`src/rtl/updown_count_sched_pkg.sv`:
```
// Shared types and constants for the up/down count scheduler.
package updown_count_sched_pkg;

    typedef enum logic [1:0] {
        IDLE = 2'd0,
        RUN  = 2'd1,
        DONE = 2'd2
    } state_t;

    localparam logic DIR_UP   = 1'b0;
    localparam logic DIR_DOWN = 1'b1;

endpackage

```
`src/rtl/updown_count_sched_rr_arb2.sv`:
```
// Two-way round-robin arbiter: a lone requester always wins; on contention
// the requester named by prio wins. Purely combinational, one-hot grant.
module rr_arb2 (
    input  logic [1:0] req,
    input  logic       prio,
    output logic [1:0] grant
);

    // grant the single requester, or the prioritised one when both ask
    always_comb begin
        grant    = 2'b00;
        grant[0] = req[0] & (~req[1] | ~prio);
        grant[1] = req[1] & (~req[0] |  prio);
    end

endmodule

```
`src/rtl/updown_count_sched.sv`:
```
// Two-requester scheduler owning one shared wrapping up/down counter.
// A job (direction, step count) is accepted in IDLE, the counter steps once
// per cycle in RUN, and DONE emits a one-cycle completion pulse.
//
//  state | meaning
//  IDLE  | waiting for a job; ready offered to the arbiter winner
//  RUN   | stepping q once per cycle, remaining counts down to 1
//  DONE  | one-cycle done pulse, round-robin priority handed over
module updown_count_sched
    import updown_count_sched_pkg::*;
#(
    parameter int WIDTH = 3,
    parameter int LEN_W = 4
) (
    input  logic             clk,
    input  logic             rst,
    input  logic             req0_valid,
    input  logic             req0_dir,
    input  logic [LEN_W-1:0] req0_len,
    output logic             req0_ready,
    input  logic             req1_valid,
    input  logic             req1_dir,
    input  logic [LEN_W-1:0] req1_len,
    output logic             req1_ready,
    output logic [WIDTH-1:0] q,
    output logic             busy,
    output logic             owner,
    output logic             done,
    output logic             done_id
);

    state_t           state;
    state_t           state_nxt;
    logic [1:0]       grant;
    logic             prio;
    logic             dir_r;
    logic [LEN_W-1:0] remaining;
    logic             hs;
    logic             hs_dir;
    logic [LEN_W-1:0] hs_len;

    rr_arb2 u_arb (
        .req   ({req1_valid, req0_valid}),
        .prio  (prio),
        .grant (grant)
    );

    // handshake decode; the grant is one-hot so at most one ready is high
    always_comb begin
        req0_ready = (state == IDLE) && grant[0];
        req1_ready = (state == IDLE) && grant[1];
        hs         = req0_ready || req1_ready;
        hs_dir     = grant[1] ? req1_dir : req0_dir;
        hs_len     = grant[1] ? req1_len : req0_len;
    end

    // next-state logic and state-decoded outputs
    always_comb begin
        state_nxt = state;
        busy      = (state != IDLE);
        done      = (state == DONE);
        done_id   = (state == DONE) && owner;
        case (state)
            IDLE: begin
                if (hs) begin
                    state_nxt = (hs_len == '0) ? DONE : RUN;
                end
            end
            RUN: begin
                if (remaining == LEN_W'(1)) begin
                    state_nxt = DONE;
                end
            end
            DONE:    state_nxt = IDLE;
            default: state_nxt = IDLE;
        endcase
    end

    // state register
    always_ff @(posedge clk) begin
        if (rst) begin
            state <= IDLE;
        end else begin
            state <= state_nxt;
        end
    end

    // job capture, step counter, shared q and round-robin pointer
    always_ff @(posedge clk) begin
        if (rst) begin
            q         <= '0;
            remaining <= '0;
            dir_r     <= DIR_UP;
            owner     <= 1'b0;
            prio      <= 1'b0;
        end else begin
            case (state)
                IDLE: begin
                    if (hs) begin
                        dir_r     <= hs_dir;
                        remaining <= hs_len;
                        owner     <= grant[1];
                    end
                end
                RUN: begin
                    q         <= (dir_r == DIR_DOWN) ? q - WIDTH'(1) : q + WIDTH'(1);
                    remaining <= remaining - LEN_W'(1);
                end
                DONE: begin
                    prio <= ~owner;
                end
                default: ;
            endcase
        end
    end

endmodule

```
`config.mk`:
```
export PLATFORM = sky130hd
export DESIGN_NAME = updown_count_sched
export DESIGN_NICKNAME = d
export VERILOG_FILES = /design/src/rtl/updown_count_sched_pkg.sv /design/src/rtl/updown_count_sched_rr_arb2.sv /design/src/rtl/updown_count_sched.sv
export SDC_FILE = /design/constraint.sdc
export NUM_CORES = 1
export LEC_CHECK = 0
export ABC_CLOCK_PERIOD_IN_PS = 2000
export CAP_MARGIN = 20
export CELL_PAD_IN_SITES_DETAIL_PLACEMENT = 0
export CELL_PAD_IN_SITES_GLOBAL_PLACEMENT = 1
export CORE_MARGIN = 2
export CORE_UTILIZATION = 33
export DETAILED_ROUTE_END_ITERATION = 6
export PLACE_DENSITY_LB_ADDON = 0.05
export SLEW_MARGIN = 25
export SYNTH_ARGS = -nofsm -noshare
export SYNTH_HDL_FRONTEND = slang
export SYNTH_HIERARCHICAL = 1
export SYNTH_SLANG_ARGS = --single-unit
```
`constraint.sdc`:
```
create_clock -name clk -period 2 [get_ports clk]
set_input_delay 0.4 -clock clk [delete_from_list [all_inputs] [get_ports clk]]
set_output_delay 0.4 -clock clk [all_outputs]
set_load 0.005 [all_outputs]
```
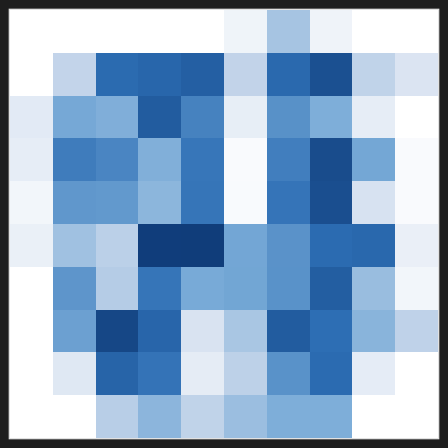
Fig. 1. Cell area per tile (run 1).
The die is cut into 10 by 10 equal tiles; white is low, dark blue is high, 0 to 100% covered.
mean over tiles = 39%
fullest tile = 95%
densest ninth of the die = centre
nearly empty tiles = 17%
tiles over 75% full = 19%
core area: 0.002212 mm²
FP Core Util: 34.84%
final core utilization: 50.17%

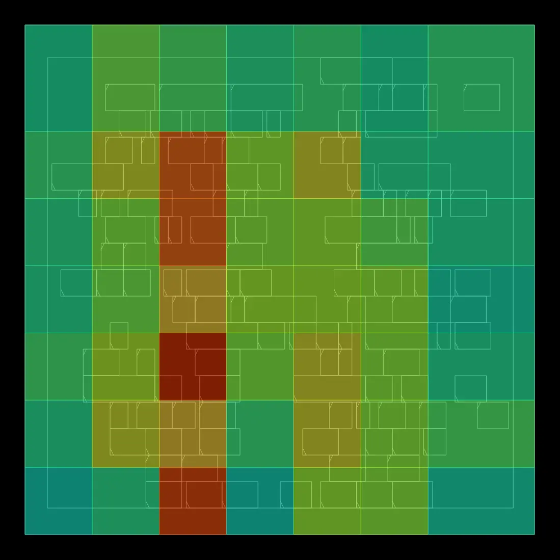
Fig. 2. Routing congestion map (run 1).
global-route usage over all layers: 15.57%
met3 Usage GRT: 5.429%

==> job_summary.md, run 1 <==
### Flow metrics

| Metric | Value |
|---|---|
| Run status | complete, no violations |
| Distinct lib cells | 39 |
| CLK BUF | 4 |
| Post-route DRC | 0 |
| Clk pwr | roughly 200 µW |
| Hold Crit Class | reg -> reg |
| Vias in the first global route | about 710 |
| Mapped Cells | between 80 and 90 |
| DR WL/cell | about 13 µm |
| Crit path DRT | roughly 1600 ps |
| Max VDD drop | between 0.7 and 0.8 mV |
| Fin cells | roughly 150 |
| #FFs+latches synth | 12 |
| Fin crit share | between 90 and 100% |
| Sequential Power | between 300 and 400 µW |
| P_sw | roughly 340 µW |
| CTS sink count | 12 |
| R2R Setup Slk | about 380 ps |
| Crit Reg-Reg Endpoint | remaining[2]$_SDFFE_PP0P_ |
| Area reported by Yosys stat | between 700 and 800 µm² |
| Flop count | 12 |
| Syn avg cell area | 8.660 µm² |
| Yosys top cell area share | between 30% and 40% |
| Post-placement cell count | 141 |
| Clk buf depth | 2 |
| Clock buf/inv share | approximately 3.3% |
| CP max-delay cell | clkdlybuf4s50_1 |
| Well Taps | 28 |
| Cell Area, Synth | ~770 µm² |
| CTS tree | done |
| Layout cells sized above 1 | 20.17% |
| Register clock-pin slew on the reported worst setup and hold paths | around 80 ps |
| Slew headroom | a little under 80% |
| CP Capture Point | done_id |
| CP delay by family, top | buffers and inverters |
| Num rows | 17 |
| Synth logic family | AND-OR/OR-AND gates |
| Largest net degree at the start of global routing | 14 |
| Worst-Margin Slew | 340.3 ps |
| DP Worst Slack | -137.8 ps |
| Non-clk bufs | 31 |
| Fraction of area in registers | a little over a fifth |
| Storage cell area | about 240 µm² |
| WS Path Type | reg -> out |
| RSZ-0062 raised after global routing | false |
| Non-clock inverter count | 10 |
| P&R area growth vs syn | 43.99% |
| Crit path time final | around 1900 ps |
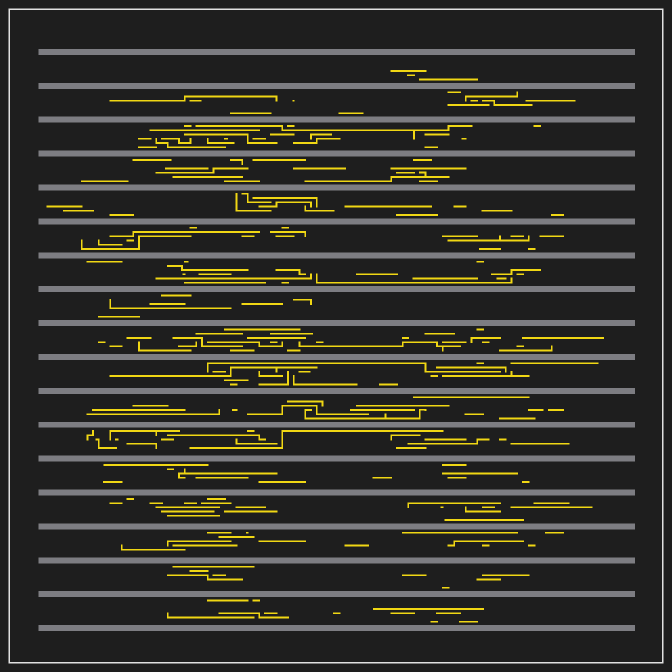
Fig. 3. M1 wires (run 1).
Supply wires on this layer in grey.
main direction = horizontal
nets with wire on the layer = 119
wire length on this layer = 839 µm
longest straight run = 17.5 µm
share of all routed wire = 45%
routed vias: 732
routing usage on met1: 19.30%
Post-Route WL: 1864 µm

==> run 1: cells in the mapped netlist (3+ instances only) <==
cell      count
dfxtp_1      12
a21oi_1       5
inv_1        10
mux2_2        3
and2_1        4
buf_2         3
nor2_1        6
a211oi_1      3
o21ai_0       5
or3_1         3
==> run 1: routing by layer <==
metal / GRT usage, % / vias up / part of all wire (%)
li1: - / 379 / -
met1: 19.30 / 338 / 45
met2: 25.83 / 13 / 50
met3: 5.429 / 2 / 4.2
met4: 3.419 / 0 / 1.0
met5: 0 / - / 0
==> run 1: sequential cells by signal, summed over array words and instances (netlist names) <==
register,count
remaining,4
owner,1
dir_r,1
prio,1
state,2
q,3
==> run 1: repair_timing <==
action	4_1_cts	5_1_grt
setup endpoints to repair	2	0
resized	6	0
setup buffers	2	0
Fig. 4: run 1, wires at chosen ports, followed through buffers
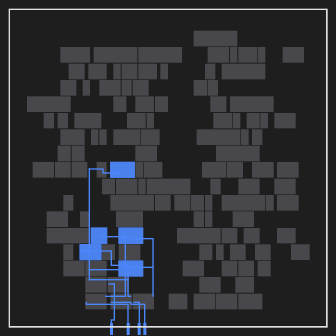

--- run 2 (diff from run 1) ---
SKIP_CTS_REPAIR_TIMING = 1   (was unset)
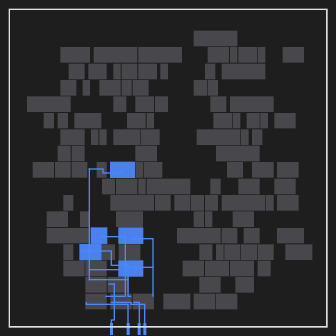
Fig. 5. Wires at chosen ports, followed through buffers (run 2).
req0_len -> blue  # bits 4, direction input, end cells 5, buffers 4, wire 118 µm
# port buffers: 22
IO Pins: 23

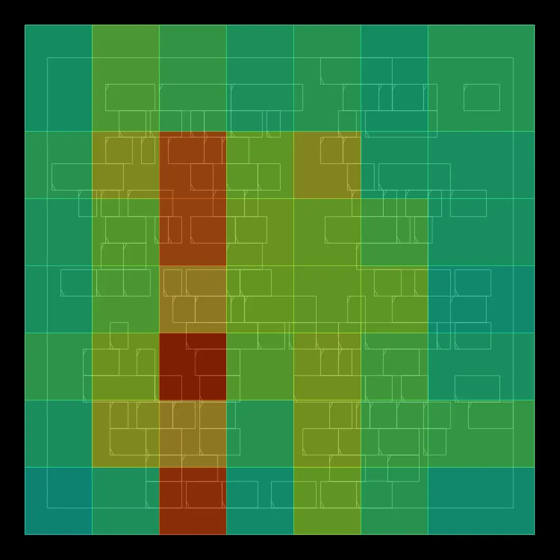
Fig. 6. Routing congestion map (run 2).
global-route usage over all layers: 15.10%
final core utilization: 50.45%

==> run 2 against run 1 <==
Compared with the run above:
- final cell count fell by 0.68%
- largest power group unchanged
- hold slack hardly changed
- global-route usage is 0.48 points lower
- sequential power barely moved
- power increased by 0.20%
- final area is 0.56% higher
- highest routed layer unchanged
- critical path type unchanged
- clock skew about the same
- wire length is 3.8% lower
- fmax down 0.83%
==> job_summary.md, run 2 <==
### Flow metrics

| Metric | Value |
|---|---|
| Run status | complete, no violations |
| R2R Setup Slk | 480 ps (+100 ps) |
| Fin cells | 146 (-0.68%) |
| Flop count | 12 (unchanged) |
| Distinct lib cells | 39 (unchanged) |
| Area reported by Yosys stat | 770.7 µm² (unchanged) |
| GRT Max-Usage Layer | met2 |
| Fin crit share | 96.48% (+0.80 points) |
| Worst-Margin Slew | 339.2 ps (-1.033 ps) |
| Largest registers | remaining (4), q (3), state (2) |
| Cell Area, Synth | 770.7 µm² (unchanged) |
| Met3 Usage GRT | 5.429% (unchanged) |
| CTS tree | done |
| CTS sink count | 12 (unchanged) |
| Synth logic family | AND-OR/OR-AND gates |
| Post-synth top cells | dfxtp_1 (12), inv_1 (10), nor2_1 (6), a21oi_1 (5), o21ai_0 (5) |
| CLK BUF | 4 (unchanged) |
| Crit Reg-Reg Endpoint | remaining[2]$_SDFFE_PP0P_ |
| Yosys top cell area share | 31.17% (unchanged) |
| CP Capture Point | done_id |
| #FFs+latches synth | 12 (unchanged) |
| Max VDD drop | 0.7672 mV (about the same) |
| Routing usage on met1 | 19.30% (unchanged) |
| Crit path DRT | 1600 ps (about the same) |
| Layout cells sized above 1 | 20.34% (+0.17 points) |
| Fraction of area in registers | 21.52% (-0.12 points) |
| Max reg flops | 4 (unchanged) |
| Yosys top cell by instances | dfxtp_1 |
==> run 2: cell counts after synthesis <==
No cell type changed its count.
==> run 2: routing by layer <==
| layer | up-vias | part of all wire [%] |
|---|---|---|
| met5 | - | 0 |
| met1 | 333 | 46 |
| met3 | 2 | 4.6 |
| met4 | 0 | 1.1 |
| li1 | 376 | - |
| met2 | 13 | 48 |
==> run 2: power by group through the flow <==
stage                     clock (µW)  sequential [µW]  combinational [µW]
final                            194              347                 488
after global routing             216              357                 552
after CTS                        207              345                 489
after detailed placement           0              350                 487
after global placement             0              349                 482
after floorplan                    0              342                 309
==> run 2: worst max-delay path, delay by kind of cell (launching register included) <==
kind                   cells  cell delay [ps]
flip-flops                 1              360
buffers and inverters      1              500
AND/OR/NAND/NOR            2              400
Fig. 7: run 2, M1 wires
Supply wires on this layer in grey.
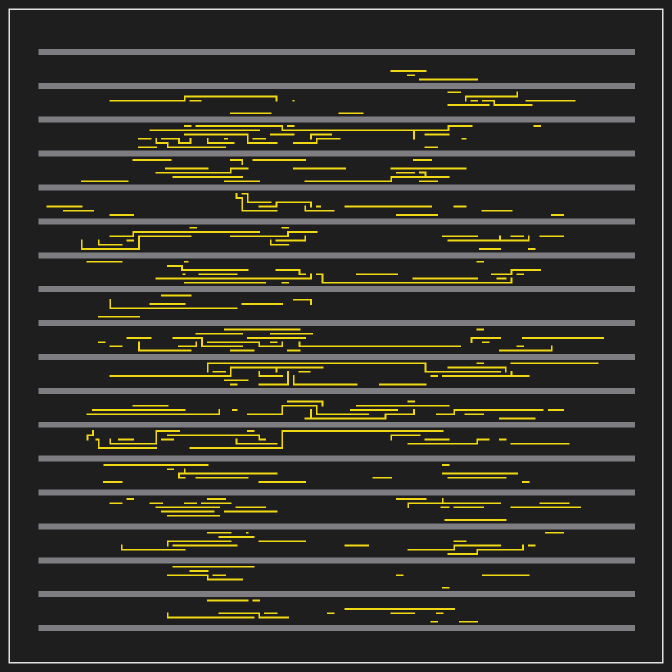

--- run 3 (diff from run 2) ---
CORE_MARGIN = 3   (was 2)
SLEW_MARGIN = unset   (was 25)
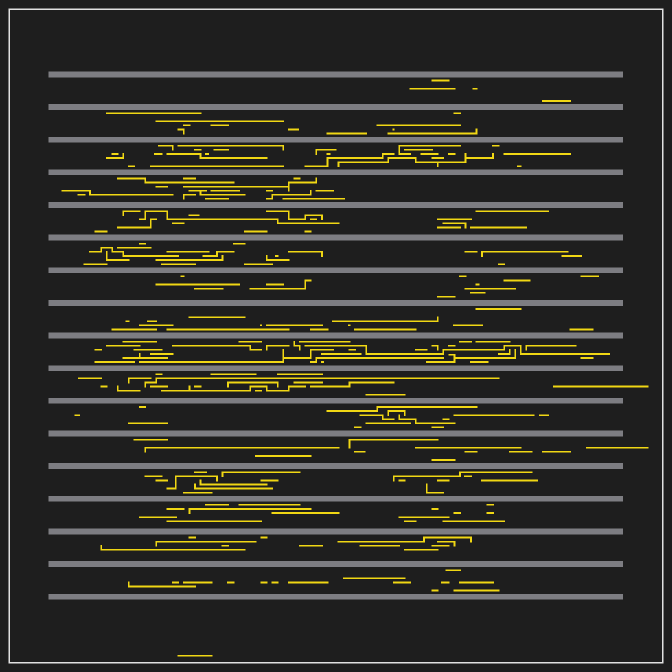
Fig. 8. M1 wires (run 3).
Supply wires on this layer in grey.
main direction = horizontal
nets with wire on the layer = 121
share of all routed wire = 45%
longest straight run = 28.5 µm
routing usage on met1: 17.24%
routed vias: 735

==> run 3 against run 2 <==
Compared with the run above:
- global-route usage about the same
- first-iteration DRC count grew 57%
- critical path type unchanged
- final cell count down 1.4%
- worst setup slack better by 22 ps
- sequential cell count stayed put
==> job_summary.md, run 3 <==
### Flow metrics

| Metric | Value |
|---|---|
| Run status | complete, no violations |
| Met3 wire len | 93 µm (+12%) |
| Worst-Margin Slew | 325.2 ps (-14.05 ps) |
| Yosys top cell area share | 31.17% (unchanged) |
| Die ar. | between 0.002 and 0.003 mm² |
| Flop count | 12 (unchanged) |
| DP Worst Slack | -137.5 ps |
| Largest registers | remaining (4), q (3), state (2) |
| Global-route usage over all layers | 15.11% (about the same) |
| Post-synth top cells | dfxtp_1 (12), inv_1 (10), nor2_1 (6), a21oi_1 (5), o21ai_0 (5) |
| M1 wire length | 834 µm (+0.97%) |
| DR WL/cell | 12.85 µm |
| Max VDD drop | 0.6236 mV (-19%) |
| # port buffers | 22 (unchanged) |
| CP Capture Point | done_id |
| Sequential Power | 348 µW (about the same) |
| Crit Reg-Reg Endpoint | remaining[2]$_SDFFE_PP0P_ |
| CP max-delay cell | clkdlybuf4s50_1 |
| R2R Setup Slk | 460 ps (-20 ps) |
| CLK BUF | 4 (unchanged) |
| IO Pins | 23 (unchanged) |
| Fin crit share | 95.40% (-1.1 points) |
| Pleak | roughly 0.00047 µW |
| Crit path DRT | 1600 ps (about the same) |
| Met3 Usage GRT | 5.722% (+0.29 points) |
| GRT Max-Usage Layer | met2 |
| Crit path time final | 1908 ps |
| Critical Path Sink Type | output port |
| #FFs+latches synth | 12 (unchanged) |
| Cell Area, Synth | 770.7 µm² (unchanged) |
| Distinct lib cells | 39 (unchanged) |
| Vias/cell | between 5 and 6 |
| Worst-path maximum fanout | 3 |
| Area reported by Yosys stat | 770.7 µm² (unchanged) |
| Clk pwr | 200 µW (+3%) |
| Highest-power group | combinational logic |
| CTS sink count | 12 (unchanged) |
| Yosys top cell by instances | dfxtp_1 |
| Layout cells sized above 1 | 20.51% (+0.17 points) |
| DR top layer | met4 |
| CTS tree | done |
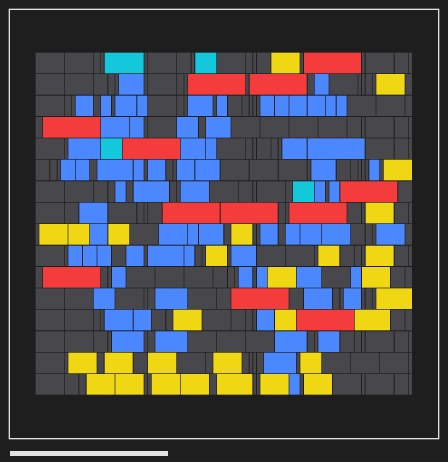
Fig. 9. Cell classes on the final placement (run 3).
The bar under the picture is 20 µm long. Fill, decap, tap and diode cells in grey.
flops -> red  # cells 12
all other logic -> blue  # cells 72
clock drivers and dummy loads -> cyan  # cells 4
other buffers and delay cells -> yellow  # cells 29
Design Area, Final: 0.001110 mm²
final core utilization: 53.31%
core area: 0.002082 mm²
fraction of area in registers: 21.65%

==> run 3: cell families (layout without fill, tap and decap cells) <==
logic type / after synthesis / after routing / synth area share (%)
muxes: 5 / 5 / 6.980
AOI/OAI and AO/OA: 26 / 26 / 24.51
and+or+nand+nor: 26 / 26 / 20.94
DFF: 12 / 12 / 31.17
adders and majority gates: 3 / 3 / 5.844
buffers and inverters: 15 / 43 / 8.279
xor gates and xnor gates: 2 / 2 / 2.273
==> run 3: metrics by stage <==
step	instances	instance area, µm²	util [%]
after global placement	140	1051	50.48
after detailed placement	140	1051	50.48
final	144	1110	53.31
after floorplan	89	770.7	-
after CTS	144	1087	52.22
after global routing	144	1110	53.31
==> run 3: critical path: cells and delay by family, from the launching register on <==
family	cells	cell delay, ps
buf+inv	1	500
flops	1	370
simple gates	2	360
No activity file was given, so power comes from the tool's default toggle rates.
